`src/rtl/uks_return_mux.sv`:
```
// Return-path collector for the UKS board: picks one of N_MOD module return lines per
// channel (OSN/REZ) by qualified control address, with break-before-make and activity flags.
module uks_return_mux #(
  parameter int         N_MOD       = 16,
  parameter logic [3:0] BASE_ID     = 4'hA,
  parameter int         QUAL_CYC    = 16,
  parameter int         GUARD_CYC   = 8,
  parameter logic       IDLE_LVL    = 1'b1,
  parameter int         ACT_TIMEOUT = 50000
) (
  input  logic             clk_50_MHz,
  input  logic             NRESET,
  input  logic [7:0]       addr,
  input  logic [N_MOD-1:0] din_osn,
  input  logic [N_MOD-1:0] din_rez,
  output logic             dataout_osn,
  output logic             dataout_rez,
  output logic             sel_valid,
  output logic [3:0]       sel_ch,
  output logic             addr_err,
  output logic             act_osn,
  output logic             act_rez
);

  // state | meaning
  // IDLE  | nothing connected, outputs at IDLE_LVL
  // GUARD | break-before-make hold, outputs at IDLE_LVL, counting down
  // PASS  | selected module routed to dataout_*
  typedef enum logic [1:0] {ST_IDLE, ST_GUARD, ST_PASS} state_t;

  localparam logic [7:0]  QUAL_MAX = 8'(QUAL_CYC);
  localparam logic [7:0]  QUAL_LD  = 8'(QUAL_CYC - 1);
  localparam logic [7:0]  GUARD_LD = 8'(GUARD_CYC - 1);
  localparam logic [15:0] ACT_MAX  = 16'(ACT_TIMEOUT);
  localparam logic [4:0]  N_MOD_W  = 5'(N_MOD);

  logic [7:0]       addr_s1_q, addr_s2_q, a_prev_q;
  logic [N_MOD-1:0] osn_s1_q, osn_s2_q, rez_s1_q, rez_s2_q;
  logic [7:0]       q_cnt_q, q_cnt_d;
  logic             addr_err_q, addr_err_d;
  state_t           state_q, state_d;
  logic [3:0]       tgt_q, tgt_d;
  logic [3:0]       sel_ch_q, sel_ch_d;
  logic [7:0]       g_cnt_q, g_cnt_d;
  logic             sel_valid_q, sel_valid_d;
  logic [1:0]       dout_q, dout_d;
  logic [1:0]       act_q, act_d;
  logic [1:0][15:0] act_cnt_q, act_cnt_d;

  logic       a_same, a_q_ld, a_ok, pass_d;
  logic [3:0] a_idx;

  always_comb begin
    a_same  = (addr_s2_q == a_prev_q);
    a_idx   = addr_s2_q[3:0];
    a_ok    = (addr_s2_q[7:4] == BASE_ID) && ({1'b0, a_idx} < N_MOD_W);
    a_q_ld  = a_same && (q_cnt_q == QUAL_LD);
    q_cnt_d = '0;
    if (a_same) q_cnt_d = (q_cnt_q == QUAL_MAX) ? q_cnt_q : q_cnt_q + 8'd1;
    addr_err_d = a_q_ld ? !a_ok : addr_err_q;
  end

  always_comb begin
    state_d  = state_q;
    tgt_d    = tgt_q;
    g_cnt_d  = g_cnt_q;
    sel_ch_d = sel_ch_q;
    case (state_q)
      ST_IDLE: begin
        if (a_q_ld && a_ok) begin
          state_d = ST_GUARD;
          tgt_d   = a_idx;
          g_cnt_d = GUARD_LD;
        end
      end
      ST_GUARD: begin
        if (a_q_ld) begin
          if (a_ok) begin
            tgt_d   = a_idx;
            g_cnt_d = GUARD_LD;
          end else begin
            state_d = ST_IDLE;
          end
        end else if (g_cnt_q == 8'd0) begin
          state_d  = ST_PASS;
          sel_ch_d = tgt_q;
        end else begin
          g_cnt_d = g_cnt_q - 8'd1;
        end
      end
      ST_PASS: begin
        if (a_q_ld) begin
          if (!a_ok) begin
            state_d = ST_IDLE;
          end else if (a_idx != sel_ch_q) begin
            state_d = ST_GUARD;
            tgt_d   = a_idx;
            g_cnt_d = GUARD_LD;
          end
        end
      end
      default: state_d = ST_IDLE;
    endcase
  end

  // Output mux keys off the next state so the guard never leaks a stale sample.
  always_comb begin
    pass_d      = (state_d == ST_PASS);
    sel_valid_d = pass_d;
    dout_d      = {IDLE_LVL, IDLE_LVL};
    if (pass_d) dout_d = {rez_s2_q[sel_ch_d], osn_s2_q[sel_ch_d]};
  end

  always_comb begin
    act_cnt_d = act_cnt_q;
    act_d     = act_q;
    for (int i = 0; i < 2; i++) begin
      if (!pass_d) begin
        act_cnt_d[i] = ACT_MAX;
        act_d[i]     = 1'b0;
      end else if (dout_d[i] != dout_q[i]) begin
        act_cnt_d[i] = '0;
        act_d[i]     = 1'b1;
      end else begin
        if (act_cnt_q[i] != ACT_MAX) act_cnt_d[i] = act_cnt_q[i] + 16'd1;
        if (act_cnt_d[i] == ACT_MAX) act_d[i] = 1'b0;
      end
    end
  end

  always_ff @(posedge clk_50_MHz or negedge NRESET) begin
    if (!NRESET) begin
      addr_s1_q   <= {8{IDLE_LVL}};
      addr_s2_q   <= {8{IDLE_LVL}};
      a_prev_q    <= {8{IDLE_LVL}};
      osn_s1_q    <= {N_MOD{IDLE_LVL}};
      osn_s2_q    <= {N_MOD{IDLE_LVL}};
      rez_s1_q    <= {N_MOD{IDLE_LVL}};
      rez_s2_q    <= {N_MOD{IDLE_LVL}};
      q_cnt_q     <= '0;
      addr_err_q  <= 1'b0;
      state_q     <= ST_IDLE;
      tgt_q       <= '0;
      sel_ch_q    <= '0;
      g_cnt_q     <= '0;
      sel_valid_q <= 1'b0;
      dout_q      <= {IDLE_LVL, IDLE_LVL};
      act_q       <= '0;
      act_cnt_q   <= '0;
    end else begin
      addr_s1_q   <= addr;
      addr_s2_q   <= addr_s1_q;
      a_prev_q    <= addr_s2_q;
      osn_s1_q    <= din_osn;
      osn_s2_q    <= osn_s1_q;
      rez_s1_q    <= din_rez;
      rez_s2_q    <= rez_s1_q;
      q_cnt_q     <= q_cnt_d;
      addr_err_q  <= addr_err_d;
      state_q     <= state_d;
      tgt_q       <= tgt_d;
      sel_ch_q    <= sel_ch_d;
      g_cnt_q     <= g_cnt_d;
      sel_valid_q <= sel_valid_d;
      dout_q      <= dout_d;
      act_q       <= act_d;
      act_cnt_q   <= act_cnt_d;
    end
  end

  assign dataout_osn = dout_q[0];
  assign dataout_rez = dout_q[1];
  assign sel_valid   = sel_valid_q;
  assign sel_ch      = sel_ch_q;
  assign addr_err    = addr_err_q;
  assign act_osn     = act_q[0];
  assign act_rez     = act_q[1];

endmodule
```
`config.mk`:
```
export PLATFORM = sky130hd
export DESIGN_NAME = uks_return_mux
export DESIGN_NICKNAME = d
export VERILOG_FILES = /design/src/rtl/uks_return_mux.sv
export SDC_FILE = /design/constraint.sdc
export NUM_CORES = 1
export LEC_CHECK = 0
export ABC_AREA = 1
export CAP_MARGIN = 30
export CORE_MARGIN = 2
export CORE_UTILIZATION = 50
export CTS_CLUSTER_DIAMETER = 200
export DETAILED_ROUTE_END_ITERATION = 12
export PLACE_DENSITY = 0.76
export SKIP_LAST_GASP = 1
export SYNTH_ARGS = -nofsm -noshare
export SYNTH_HDL_FRONTEND = slang
export SYNTH_SLANG_ARGS = --single-unit
```
`constraint.sdc`:
```
create_clock -name clk_50_MHz -period 2.6 [get_ports clk_50_MHz]
set_input_delay 0.52 -clock clk_50_MHz [delete_from_list [all_inputs] [get_ports clk_50_MHz]]
set_output_delay 0.52 -clock clk_50_MHz [all_outputs]
set_load 0.01 [all_outputs]
```
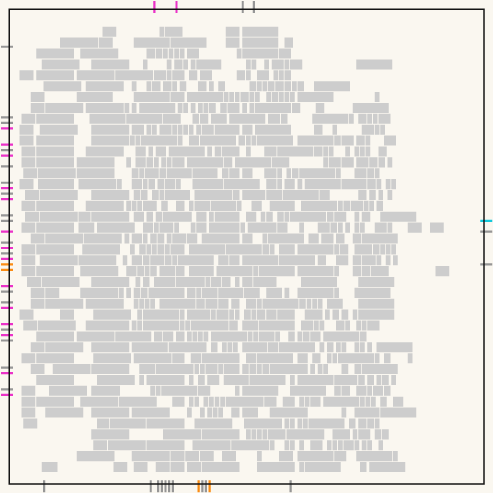
Fig. 1. Pin map.
Scale: 4 px per µm. Pins as bars across the die edge, other pins in gray.
Key: cyan = `dataout_rez` [pins 1, direction output, edge east]; magenta = `din_rez` [pins 16, direction input, edge 14 west, 2 north]; orange = `sel_ch` [pins 4, direction output, edge 2 south, 2 west]
All pins by edge: 33 west, 12 south, 4 north, 3 east.

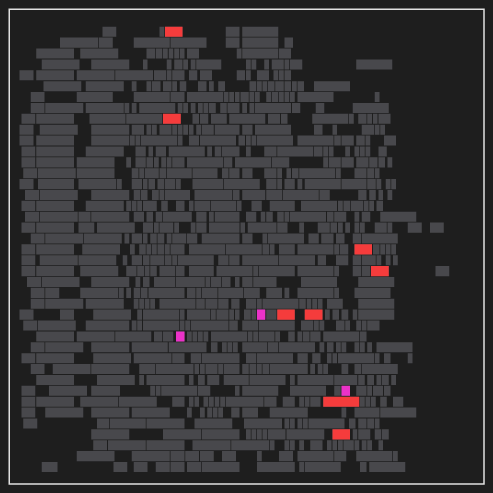
Fig. 2. Gate families picked out.
Scale: 4 px per µm.
Key: magenta = AND and OR gates [cells 3]; red = adder and majority cells [cells 8, most used ha_1]

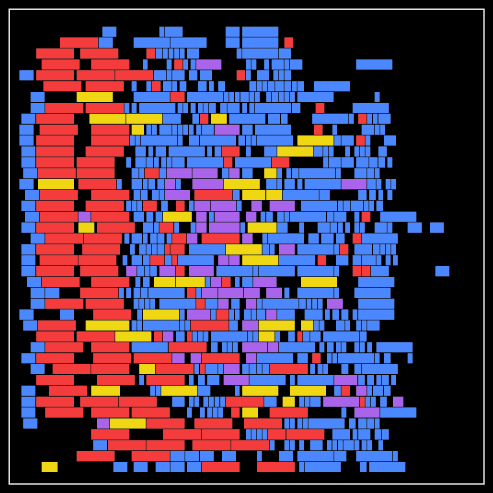
Fig. 3. Cell sizes after repair.
Scale: 4 px per µm.
Key: yellow = _6 and larger [cells 35, share 4.7%]; blue = _0 and _1 cells [cells 520, share 70%]; purple = _3 and _4 cells [cells 53, share 7.2%]; red = _2 cells [cells 133, share 18%]

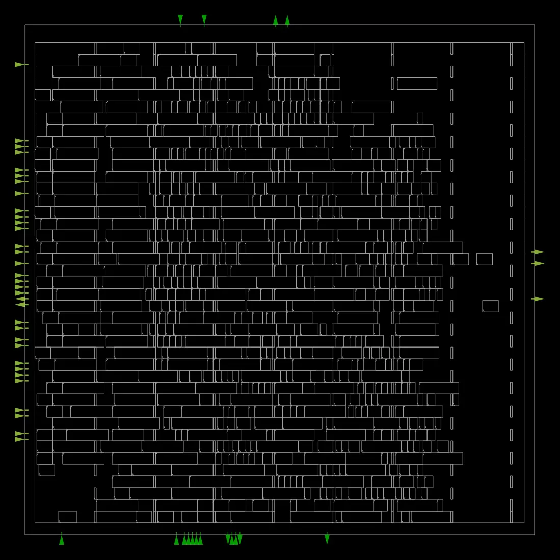
Fig. 4. Placed standard cells.
core area: 12,700 µm²
Tapcells: 172
registers: 152

==> flow_summary_export.csv <==
group,metric,value,unit
run_status,status,"finished, final reports clean",
clock_tree,cts.sinks,152,
pwr,comb_power_share,3.3,%
cells_and_area,regArea,3920,µm²
cells_and_area,largest_reg_flops,32,
worst_setup_path,critPathMaxStageDelay,560,ps
die,fp.dieH,118,µm
cells_and_area,logic_gate_count,382,
yosys,yosys.area.top_type_share,36.2,%
final_timing,period_used_share,98.5,%
yosys,synthTopCellsByArea,"dfstp_2 36%, dfrtp_1 24%, nand2_1 6.6%",
worst_setup_path,reg2reg_from,"addr_s2_q[6]",
worst_setup_path,slowest_stage,"dfstp_2",
pwr,total_power,5.15,mW
yosys,edf_count,0,
cells_and_area,diodes,0,
yosys,synthTopLogicFamily,"simple AND/OR/NAND/NOR gates",
worst_setup_path,path_cells,"xnor2_1, nand2_1, nor2_4, nand3_4, nand2_4, nand2_4, nand2_8, inv_2, nand2_1, nand2_2, nand2_2, nand3_2, nand3_4, nand3_4, nand2_8, nand3_4, nor2_2",
yosys,synth_simple_gate_area_share,24.1,%
pwr,comb_power,0.172,mW
worst_setup_path,cp-start-kind,"flip-flop",
final_timing,fin_crit,2560,ps
route,drt-met1-wl,5.49,mm
cells_and_area,drive_gt1_share,29.8,%
cells_and_area,buffers_excl_clock,75,
final_timing,setup_ws,39.2,ps
final_timing,holdWs,52.3,ps
worst_setup_path,worstPathRequired,2940,ps
placed_design,place.gp.congestion,0.841,
yosys,yosys_warnings,0,
cells_and_area,utilization,65.3,%
clock_tree,cts_tree,"built",
cells_and_area,syn_to_final_growth,26.7,%
pwr,clock_power,2.46,mW
final_timing,finalMaxSlewViolations,0,
worst_setup_path,cp_top_family,"simple AND/OR/NAND/NOR gates",
grt,grt_util_all_layers,18.3,%
grt,grt_util_met2,30.6,%
clock_tree,root_buffer,"clkbuf_16",
worst_setup_path,r2r_end,"act_cnt_q[21]",
route,ant_nets,0,
cells_and_area,clock_area_share,7.25,%
clock_tree,cts-htree-levels,4,
route,initialDrtViolationCount,261,
yosys,ys_seq_elements,152,
yosys,netlist_instances,634,
cells_and_area,largest_class,"registers",
worst_setup_path,path_buffers,1,
clock_tree,cts_resized,1,
route,routedWlPerCell,14.4,µm
yosys,synth.avg_cell_area,10.3,µm²
yosys,top_cells_by_count,"115 x nand2_1, 96 x inv_1, 90 x dfstp_2",
worst_setup_path,cp-startpoint,"addr_s2_q[6]",
grt,met3_usage,4.63,%
worst_setup_path,r2r_cells,17,
cells_and_area,nets,778,
yosys,postSynth.asyncResetShare,100,%
clock_tree,cts_made_buffers,17,
grt,grt_pass1_vias,4494,
worst_setup_path,worstPathMaxFanout,8,
cells_and_area,fin_area,8280,µm²
placed_design,dp.final_hpwl,8.30,mm
yosys,synth-main-ff-cell,"dfstp_2",
worst_setup_path,cp_data_arrival_time,2910,ps
yosys,synth_nets,684,
die,ios,52,
grt,overflow,0,
die,die_x,118,µm
pwr,switching_share,23.3,%
final_timing,fin_tns_setup,0,ps
route,wl_met2,6.89,mm
yosys,ys_sh_aoi,2.51,%
final_timing,worst_pin_slew,471,ps
final_timing,fin_skew,9.38,ps
cells_and_area,lay_top_cells,"110 x nand2_1, 94 x inv_1, 90 x dfstp_2",
grt,antenna_found_initial,0,
pwr,vdd_ir_drop_max,0.590,mV
pwr,p_int,3.95,mW
worst_setup_path,crit_path_end,"act_cnt_q[21]",
final_timing,hold_violations,0,
cells_and_area,buffer_area_share,8.75,%
cells_and_area,regMostFlops,"act_cnt_q",
route,met3_length,536,µm
route,avgViaCountPerCell,5.04,
placed_design,portBuffers,51,
cells_and_area,nClkBuffers,17,
cells_and_area,seq_share,47.3,%
worst_setup_path,cp_num_cells,17,
yosys,largest_area_cell,"dfstp_2",
grt,grt-busiest-layer,"met2",
grt,grt_pass1_wl,20.5,mm
worst_setup_path,end_kind,"flip-flop",
die,fp-row-count,41,
placed_design,place_ws,3.02,ps
cells_and_area,comb_share,29.6,%
cells_and_area,mostFrequentLayoutCell,"nand2_1",
cells_and_area,logic_area,2450,µm²
placed_design,place_area,7280,µm²
cells_and_area,fin_cells,913,
pwr,cellLeakagePower,3.70,nW
clock_tree,clk_path_buf_depth,2,
yosys,synth_cell_type_count,40,
placed_design,dpl.cell_count,859,
clock_tree,clock.latency.late_pin,420,ps
pwr,seq-power,2.52,mW
yosys,synth_xor_xnor_area_share,5.09,%
flow_run,tool_warnings,30,
worst_hold_path,min_path_type,"in2async",
pwr,pwr-share-seq,48.9,%
final_timing,setup_violations,0,
yosys,ys_seq_share,59.9,%
cells_and_area,fillers,889,
pwr,maxPowerGroup,"sequential cells",
route,route.vias.total,4597,
clock_tree,hold_buffers,0,
final_timing,fmax,390,MHz
pwr,switching_power,1.20,mW
worst_setup_path,crit_top_cell,"nand3_4",
yosys,ys_cells,634,
grt,grt_max_degree,62,
final_timing,slew_headroom,68.6,%
route,firstDrtPassIters,4,
yosys,mux_share,0.153,%
flow_run,max_cap_violations,0,
route,drc,0,
yosys,synth.most_common_cell,"nand2_1",
clock_tree,cts_setup_buffers,0,
route,routed_wl,13.2,mm
clock_tree,clk_pin_slew_worst_paths,70,ps
Power figures rest on the tool's default switching activity, not on a simulated workload.
